--- config.mk ---
export PLATFORM = sky130hd
export DESIGN_NAME = mem_port_arbiter
export DESIGN_NICKNAME = d
export VERILOG_FILES = /design/src/rtl/mem_port_arbiter.sv
export SDC_FILE = /design/constraint.sdc
export NUM_CORES = 1
export LEC_CHECK = 0
export ABC_AREA = 1
export ABC_CLOCK_PERIOD_IN_PS = 3550
export CAP_MARGIN = 20
export CORE_AREA = 2 2 677 679
export DETAILED_ROUTE_END_ITERATION = 10
export DIE_AREA = 0 0 679 681
export PLACE_DENSITY = 0.34
export SETUP_SLACK_MARGIN = 0.5
export SLEW_MARGIN = 20
export SYNTH_ARGS = -nofsm -noshare
export SYNTH_HDL_FRONTEND = slang
export SYNTH_SLANG_ARGS = --single-unit
--- constraint.sdc ---
create_clock -name clk -period 3.55 [get_ports clk]
set_input_delay 0.355 -clock clk [delete_from_list [all_inputs] [get_ports clk]]
set_output_delay 0.355 -clock clk [all_outputs]
set_load 0.005 [all_outputs]
--- src/rtl/mem_port_arbiter.sv ---
// mem_port_arbiter: round-robin sharing of one main-memory port between two requesters
// Ports: clk, rst_n (async, active-low);
//        p0_*/p1_*: rd_req, wr_req, addr, wdata in; rdata, ready, err out (requester side);
//        mem_*: addr, data_out, read_req, write_req out; data_in, ready in (memory side);
//        busy, grant_id: status of the current or last transaction.
module mem_port_arbiter #(
    parameter int ADDR_W         = 32,
    parameter int LINE_W         = 512,
    parameter int TIMEOUT_CYCLES = 1000
) (
    input  logic              clk,
    input  logic              rst_n,
    input  logic              p0_rd_req,
    input  logic              p0_wr_req,
    input  logic [ADDR_W-1:0] p0_addr,
    input  logic [ADDR_W-1:0] p0_wdata,
    output logic [LINE_W-1:0] p0_rdata,
    output logic              p0_ready,
    output logic              p0_err,
    input  logic              p1_rd_req,
    input  logic              p1_wr_req,
    input  logic [ADDR_W-1:0] p1_addr,
    input  logic [ADDR_W-1:0] p1_wdata,
    output logic [LINE_W-1:0] p1_rdata,
    output logic              p1_ready,
    output logic              p1_err,
    output logic [ADDR_W-1:0] mem_addr,
    output logic [ADDR_W-1:0] mem_data_out,
    output logic              mem_read_req,
    output logic              mem_write_req,
    input  logic [LINE_W-1:0] mem_data_in,
    input  logic              mem_ready,
    output logic              busy,
    output logic              grant_id
);
    localparam int WD_W = TIMEOUT_CYCLES > 1 ? $clog2(TIMEOUT_CYCLES) : 1;
    typedef enum logic [1:0] {IDLE, ISSUE, RESP} state_t;
    state_t state, state_d;
    logic last, last_d, grant_d, win, rd_d, wr_d;
    logic [WD_W-1:0] wd, wd_d;
    logic [ADDR_W-1:0] addr_d, wdata_d;
    logic [LINE_W-1:0] rdata0_d, rdata1_d;
    logic [1:0] ready_d, err_d;
    logic req0, req1;
    assign req0 = p0_rd_req | p0_wr_req;
    assign req1 = p1_rd_req | p1_wr_req;
    always_comb begin
        state_d  = state;
        last_d   = last;
        grant_d  = grant_id;
        wd_d     = wd;
        addr_d   = mem_addr;
        wdata_d  = mem_data_out;
        rd_d     = mem_read_req;
        wr_d     = mem_write_req;
        rdata0_d = p0_rdata;
        rdata1_d = p1_rdata;
        ready_d  = 2'b00;
        err_d    = 2'b00;
        win      = 1'b0;
        case (state)
            IDLE: if (req0 | req1) begin
                // a lone requester wins; a tie goes to the port not served last
                win     = req1 & (~req0 | ~last);
                last_d  = win;
                grant_d = win;
                addr_d  = win ? p1_addr : p0_addr;
                wdata_d = win ? p1_wdata : p0_wdata;
                wr_d    = win ? p1_wr_req : p0_wr_req;
                rd_d    = win ? (p1_rd_req & ~p1_wr_req) : (p0_rd_req & ~p0_wr_req);
                wd_d    = '0;
                state_d = ISSUE;
            end
            ISSUE: begin
                // completion takes precedence over a watchdog expiry on the same edge
                if (mem_ready || wd == WD_W'(TIMEOUT_CYCLES - 1)) begin
                    rd_d              = 1'b0;
                    wr_d              = 1'b0;
                    ready_d[grant_id] = 1'b1;
                    err_d[grant_id]   = ~mem_ready;
                    rdata0_d          = (mem_ready && mem_read_req && !grant_id) ? mem_data_in : p0_rdata;
                    rdata1_d          = (mem_ready && mem_read_req && grant_id) ? mem_data_in : p1_rdata;
                    state_d           = RESP;
                end else begin
                    wd_d = wd + 1'b1;
                end
            end
            default: state_d = IDLE;
        endcase
    end
    always_ff @(posedge clk or negedge rst_n) begin
        if (!rst_n) begin
            state         <= IDLE;
            last          <= 1'b1;
            grant_id      <= 1'b0;
            wd            <= '0;
            mem_addr      <= '0;
            mem_data_out  <= '0;
            mem_read_req  <= 1'b0;
            mem_write_req <= 1'b0;
            p0_rdata      <= '0;
            p1_rdata      <= '0;
            p0_ready      <= 1'b0;
            p1_ready      <= 1'b0;
            p0_err        <= 1'b0;
            p1_err        <= 1'b0;
            busy          <= 1'b0;
        end else begin
            state         <= state_d;
            last          <= last_d;
            grant_id      <= grant_d;
            wd            <= wd_d;
            mem_addr      <= addr_d;
            mem_data_out  <= wdata_d;
            mem_read_req  <= rd_d;
            mem_write_req <= wr_d;
            p0_rdata      <= rdata0_d;
            p1_rdata      <= rdata1_d;
            p0_ready      <= ready_d[0];
            p1_ready      <= ready_d[1];
            p0_err        <= err_d[0];
            p1_err        <= err_d[1];
            busy          <= state_d != IDLE;
        end
    end
endmodule
==> flow_summary.toml, run 1 <==
# synthesis and place-and-route metrics
[worst_setup_path]
setup.worst_path.end_class = "output pin"
required_ns = 3.19
path_cells = "clkdlybuf4s50_1"
r2r-start = "state[1]$_DFF_PN0_"
cp_slowest_stage_delay_ns = 1.10
worstSetupStartpointType = "flip-flop"
critPathBufInv = 1
crit_path_start = "p1_rdata[154]$_DFFE_PN0P_"
cp_top_family = "buffers and inverters"
path_max_fanout = 2
cp.arrival_ns = 2.28
slowest_stage = "clkdlybuf4s50_1"
crit_type = "flip-flop to output pin"

[synth]
ys_sh_simple = 0.113
ys_async_sr_fraction = 1.00
yosys.area_share.adder = 0.000300
yosysUniqueCellTypes = 25
synth_flops = 1109
logic_family = "AND-OR/OR-AND gates"
synthesis.nets = 4954
xor_share = 0.000420
ys.flop_type = "dfrtp_1"
ys_cells = 4306
syn_area_per_cell_sq_um = 9.69
yosys-top-cells-area = "dfrtp_1 66%, a21oi_1 7.7%, nand2_1 5.6%"
yosys.area_share.aoi = 0.140
netlist_instances = 4306
netlist_area_sq_um = 41700
ys_warn_count = 0
synth_seq_share = 0.665
ys_area_sq_um = 41700
ys_sh_mux = 0
netlist_top_cells_count = "1,108 x dfrtp_1, 640 x a21oi_1, 626 x nand2_1, 594 x nor2_1, 532 x inv_1"
synth-edff-count = 0
top_cell = "dfrtp_1"
largest_area_cell = "dfrtp_1"
yosys.area.top_type_share = 0.664

[pwr]
powerDensity_nw_per_um2 = 936
power.leakage_nw = 31.3
internal-power_mw = 42.1
power_mw = 68.6
pg_comb_mw = 28.9
clkPwrFrac = 0.241
switching_share = 0.387
maxPowerGroup = "combinational cells"
seq_power_share = 0.337
ir_worst_vdd_mv = 0.456
p_comb_frac = 0.422
switchingPower_mw = 26.5

[worst_hold_path]
min_from = "mem_data_in[120]"
worstHoldPathType = "input port to flip-flop"

[floorplanning]
core-area_sq_um = 455000
ios = 1743
fp_util = 0.0918
die_w_microns = 679
rows = 248
die_h_microns = 681
dieArea_sq_um = 462000

[sta]
tightest_slew_ns = 0.976
hold_viol = 0
drv_slew = 0
fmax_ghz = 0.380
worst_hold_slack_ns = 0.116
setup_violations = 0
min_period_ns = 2.63
post-route-period-util = 0.742
max_slew_margin = 0.349
rsz0062_at_grt = "false"
fin_tns_setup_ns = 0
setup_ws_ns = 0.917

[placement]
place_ws_ns = 0.932
gp_congestion = 0.926
io_buffer_count = 1742
post_dp_cell_area_sq_um = 66400
post-place-cells = 11900
dpl.hpwl_microns = 263000

[run]
cap_violations = 0
warnings = 36

[layout]
lay_top_cells = "1,739 x clkdlybuf4s50_1, 1,108 x dfrtp_1, 640 x a21oi_1"
final_cell_count_no_fill = 12300
mostFrequentLayoutCell = "clkdlybuf4s50_1"
logic_area_sq_um = 10600
layout-drive-gt1-share = 0.0576
stdcell_area_sq_um = 73300
fill_cells = 51200
syn2layout_area_growth_pct = 75.6
nNetsFinal = 6850

[clock_tree]
cts_htree_levels = 4
holdBufCountCts = 151
cts_tree = "yes"
cts_buffer_depth = 4
postCtsSetupBuffers = 0
root_buffer = "clkbuf_16"
post_cts_resized = 0
path_clk_slew_ns = 0.06

[routing]
wl_per_cell_microns = 25.3
postRouteAntennaNets = 0
dr.pass1.iters = 6
drc = 0
via_per_inst = 3.08
drtIter0Drc = 2144

[grt]
grt.total_usage = 0.130
overflow = 0
grt_pass1_wl_microns = 400000
grt_pass1_vias = 39000
grt_max_degree = 142
antenna_found_initial = 52

[status]
status = "completed"
-- run 1: path summary, 6_finish.rpt --
kind / to / slack (ns) / cells past startpoint
max in group asynchronous: p0_rdata[212]$_DFFE_PN0P_ / 2.19 / 4
hold / removal: p1_rdata[120]$_DFFE_PN0P_ / 0.12 / 3
setup reg to reg: p1_rdata[442]$_DFFE_PN0P_ / 1.25 / 8
setup / recovery: p1_rdata[154] / 0.92 / 1
hold reg to reg: last$_DFFE_PN1P_ / 0.47 / 2
min in group asynchronous: p1_rdata[476]$_DFFE_PN0P_ / 0.19 / 2
-- run 1: layout make-up --
class | instances | area share
Sequential cell | 1109 | 0.379
Timing Repair Buffer | 1993 | 0.274
Multi-Input combinational cell | 2407 | 0.145
Tap cell | 6000 | 0.102
Clock buffer | 226 | 0.0626
Inverter | 534 | 0.0274
Clock inverter | 55 | 0.00994
Antenna cell | 2 | 0.0000683
-- run 1: state kept, by name (all words and copies together) (netlist names) --
signal / cells
p0_ready: 1
mem_write_req: 1
mem_data_out: 32
p1_err: 1
mem_read_req: 1
busy: 1
last: 1
p1_ready: 1
grant_id: 1
state: 2
p0_rdata: 512
wd: 10
mem_addr: 32
p1_rdata: 512
p0_err: 1
-- run 1: metal layers --
metal  wire length (microns)  track usage  part of all wire
met1                  108000        0.132              0.35
met3                   41600       0.0767              0.13
met4                    8910       0.0325             0.029
met2                  153000        0.225              0.49
met5                     102            0           0.00033
-- run 1: worst min-delay path, stage by stage --
cell             delay, ns
clkdlybuf4s50_1       0.40
inv_1                 0.10
a21oi_1               0.07
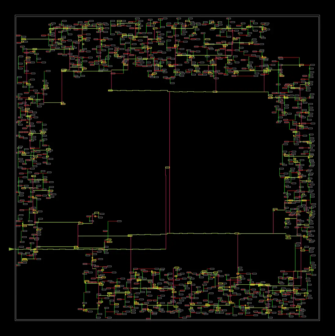
**Above:** run 1 (clock nets).
clock distribution power: 16.5 mW
Fin Clk Skew: 0.0585 ns
cts bufs inserted: 157
clk sinks: 1,109
Late-Pin Clk Latency: 0.85 ns

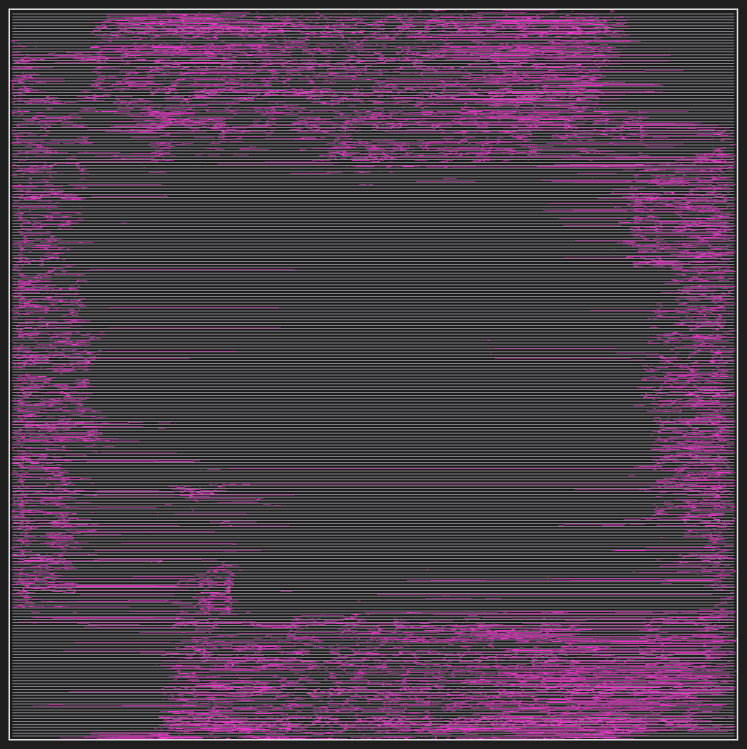
**Above:** run 1 (met1 routing).
Supply wires on this layer in grey.
The wires run mostly horizontal. The longest straight run is 404 microns. The layer holds 35% of the routed length. The layer carries 108 mm of wire.
via count: 37.9k
Post-Route WL: 312,000 microns
grt met1 use: 0.132

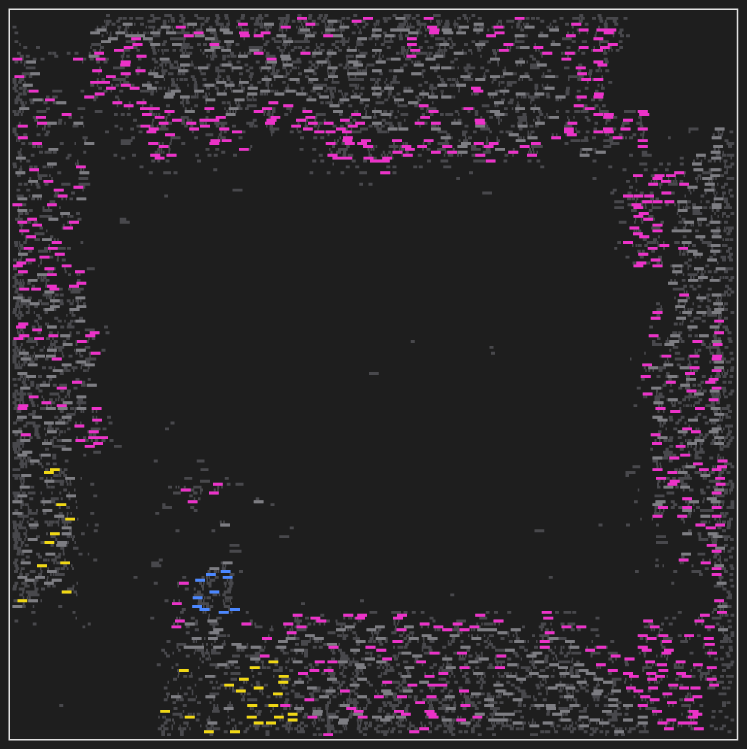
**Above:** run 1 (where the registers sit).
Other sequential cells in the stronger grey, the rest of the logic in the fainter grey.
wd: shown in blue, sequential cells 10, where lower left. p1_rdata: shown in magenta, sequential cells 512, where spread over the die. mem_data_out: shown in yellow, sequential cells 32.
Another 555 sequential cells are not coloured.
Seq area share: 0.379
final core utilization: 0.161
seq pwr: 23.1 mW
register area: 27,800 sq um

==> run 1 -> run 2 <==
--- a/config.mk
+++ b/config.mk
@@ -6,12 +6,12 @@
 export NUM_CORES = 1
 export LEC_CHECK = 0
 export ABC_AREA = 1
-export ABC_CLOCK_PERIOD_IN_PS = 3550
+export ABC_CLOCK_PERIOD_IN_PS = 2300
 export CAP_MARGIN = 20
 export CORE_AREA = 2 2 677 679
 export DETAILED_ROUTE_END_ITERATION = 10
 export DIE_AREA = 0 0 679 681
-export PLACE_DENSITY = 0.34
+export PLACE_DENSITY = 0.35
 export SETUP_SLACK_MARGIN = 0.5
 export SLEW_MARGIN = 20
 export SYNTH_ARGS = -nofsm -noshare
==> constraint.sdc (replaced) <==
create_clock -name clk -period 2.3 [get_ports clk]
set_input_delay 0.23 -clock clk [delete_from_list [all_inputs] [get_ports clk]]
set_output_delay 0.23 -clock clk [all_outputs]
set_load 0.005 [all_outputs]
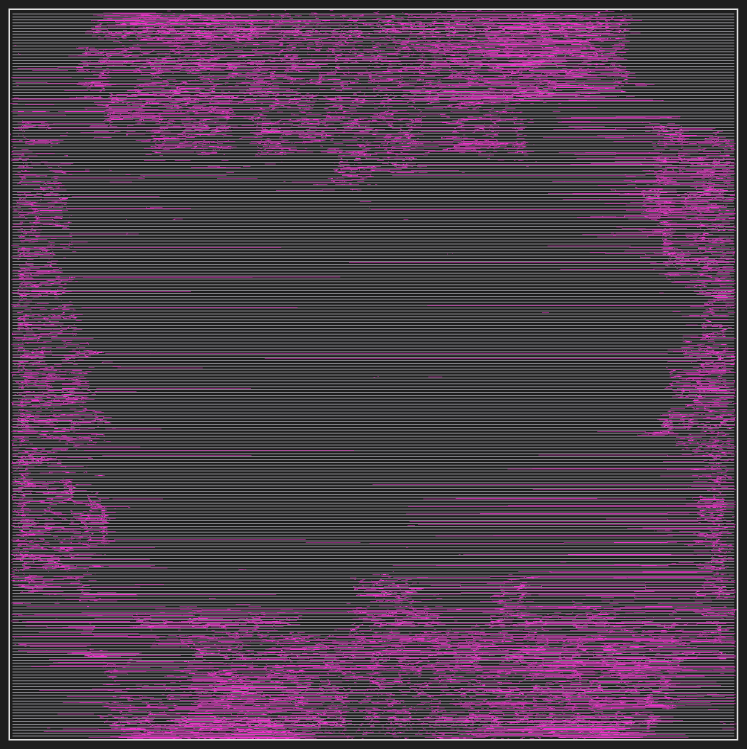
**Above:** run 2 (met1 routing).
Supply wires on this layer in grey.
The layer holds 34% of the routed length. The longest straight run is 483 microns. 6,898 nets have wire on it.
Post-Route WL: 365,000 microns
grt met1 use: 0.136
via count: 41.9k

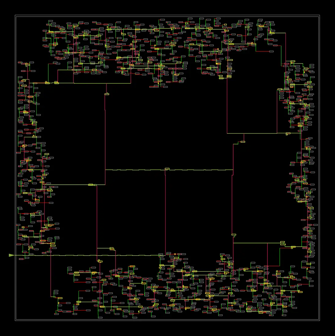
**Above:** run 2 (clock nets).
FFs & Latches: 1,109
Fin Clk Skew: 0.0659 ns
cts bufs inserted: 152
clkbuf count: 209
Late-Pin Clk Latency: 0.86 ns

==> run 2 against run 1 <==
Critical path depth increased by 7. Cell area up 13%. Core utilization is 2.1 points higher. Combinational power rose by 74%. Register-to-register slack got worse by 0.91 ns. Clock power up about 50%. Routed wire length up 17%. Largest cell class unchanged.
==> flow_summary.toml, run 2 <==
# synthesis and place-and-route metrics
[synth]
largest_area_cell = "dfrtp_1"
xor_share = 0.000420
netlist_instances = 4306
syn_area_per_cell_sq_um = 9.69
ys.flop_type = "dfrtp_1"
ys_async_sr_fraction = 1.00
yosys-top-cells-area = "dfrtp_1 66%, a21oi_1 7.7%, nand2_1 5.6%"
yosys.area_share.aoi = 0.140
ys_area_sq_um = 41700
yosys.area_share.adder = 0.000300
synth_seq_share = 0.665
logic_family = "AND-OR/OR-AND gates"
ys_warn_count = 0
synth_flops = 1109
netlist_area_sq_um = 41700
ys_sh_mux = 0
ys_sh_simple = 0.113
yosysUniqueCellTypes = 25
netlist_top_cells_count = "1,108 x dfrtp_1, 640 x a21oi_1, 626 x nand2_1, 594 x nor2_1, 532 x inv_1"
ys_cells = 4306
yosys.area.top_type_share = 0.664

[placement]
dpl.hpwl_microns = 295000
place_ws_ns = -0.148
post_dp_cell_area_sq_um = 66800

[worst_setup_path]
reg2reg_to = "p0_rdata[375]$_DFFE_PN0P_"
cp_top_family = "buffers and inverters"
ff2ff_path_depth = 8
crit_end = "p0_rdata[375]$_DFFE_PN0P_"
r2r-start = "state[1]$_DFF_PN0_"
worstSetupStartpointType = "flip-flop"
path_depth = 8
critPathBufInv = 4
cp.arrival_ns = 2.63
ff2ff_setup_slack_ns = 0.34
path_max_fanout = 9
slowest_stage = "dfrtp_1"
crit_type = "flip-flop to flip-flop"
required_ns = 2.97

[sta]
worst_hold_slack_ns = 0.0686
min_period_ns = 1.96
setup_violations = 0
hold_viol = 0
post-route-period-util = 0.851
tightest_slew_ns = 0.613
rsz0062_at_grt = "true"
fin_tns_setup_ns = 0
max_slew_margin = 0.591
fmax_ghz = 0.511
drv_slew = 0

[floorplanning]
ios = 1743
dieArea_sq_um = 462000
rows = 248
fp_util = 0.0918
die_w_microns = 679
core-area_sq_um = 455000

[routing]
postRouteAntennaNets = 0
drc = 0
wl_met2_microns = 175000
via_per_inst = 3.23
top_layer = "met5"

[layout]
lay_top_cells = "1,025 x dfrtp_1, 645 x clkdlybuf4s50_1, 622 x nand2_1"
postLayoutCoreUtil = 0.182
seqCellArea_sq_um = 27900
reg.largest.list = "p0_rdata x512, p1_rdata x512"
mostFrequentLayoutCell = "dfrtp_1"
stdcell_area_sq_um = 82900
nNetsFinal = 7502
logic_area_sq_um = 13500
fill_cells = 50600
syn2layout_area_growth_pct = 98.5

[clock_tree]
path_clk_slew_ns = 0.05
root_buffer = "clkbuf_16"
cts_sinks = 1109
cts_tree = "yes"
cts_htree_levels = 4

[pwr]
ir_worst_vdd_mv = 0.598
power_mw = 112
powerDensity_nw_per_um2 = 1350

[status]
status = "completed"

[worst_hold_path]
holdPathStages = 3
worstHoldPathType = "input port to flip-flop"

[grt]
overflow = 0
grt_max_degree = 101
grt_pass1_vias = 41500
use_met2 = 0.245
antenna_found_initial = 40
grt-busiest-layer = "met2"

[run]
cap_violations = 0
run 2: netlist changes by cell type in the layout (fill, tap and decap cells not counted), sizes merged, moves of 10 or more:
cell / previous run / this run
buf: 103 / 540
diode: 2 / 12
dlymetal6s2s: 0 / 215
clkdlybuf4s15: 0 / 232
dlygate4sd2: 0 / 44
clkbuf: 226 / 691
dlygate4sd3: 151 / 492
clkdlybuf4s50: 1739 / 645
run 2: cell type report:
type                            instances  area share
Antenna cell                           12    0.000362
Clock inverter                         56     0.00896
Multi-Input combinational cell       2407       0.163
Sequential cell                      1109       0.336
Timing Repair Buffer                 2650       0.324
Tap cell                             6000      0.0906
Clock buffer                          209      0.0520
Inverter                              534      0.0243
run 2: timing repair:
action | CTS | global route
hold buffers | 492 | 0
buffers inserted | 9 | 132
hold endpoints to repair | 1521 | 0
cloned | 0 | 118
pin swaps | 0 | 62
gates resized | 1166 | 2707
setup endpoints to repair | 1674 | 1751
run 2: how the worst min path moves through the flow:
stage / to / start / slack [ns]
global placement: p0_rdata[14]$_DFFE_PN0P_ / rst_n / 0.24
global route: p1_rdata[210]$_DFFE_PN0P_ / mem_data_in[210] / 0.02
detailed placement: p0_rdata[14]$_DFFE_PN0P_ / rst_n / 0.24
floorplan: busy$_DFF_PN0_ / rst_n / -0.07
CTS: p1_rdata[320]$_DFFE_PN0P_ / mem_data_in[320] / 0.0001
finish: p1_rdata[210]$_DFFE_PN0P_ / mem_data_in[210] / 0.07
run 2: tightest hold or removal path: stages:
cell,delay (ns)
clkdlybuf4s50_1,0.40
inv_1,0.18
a21oi_2,0.08
run 2: report_power, final:
part	internal (mW)	switching (mW)	leakage (nW)
registers	28.9	7.89	13.5
clock network	14.6	10.1	2.49
logic	20.4	29.8	22.8
total	63.9	47.8	38.7
Power is estimated from default activity; no workload was simulated.
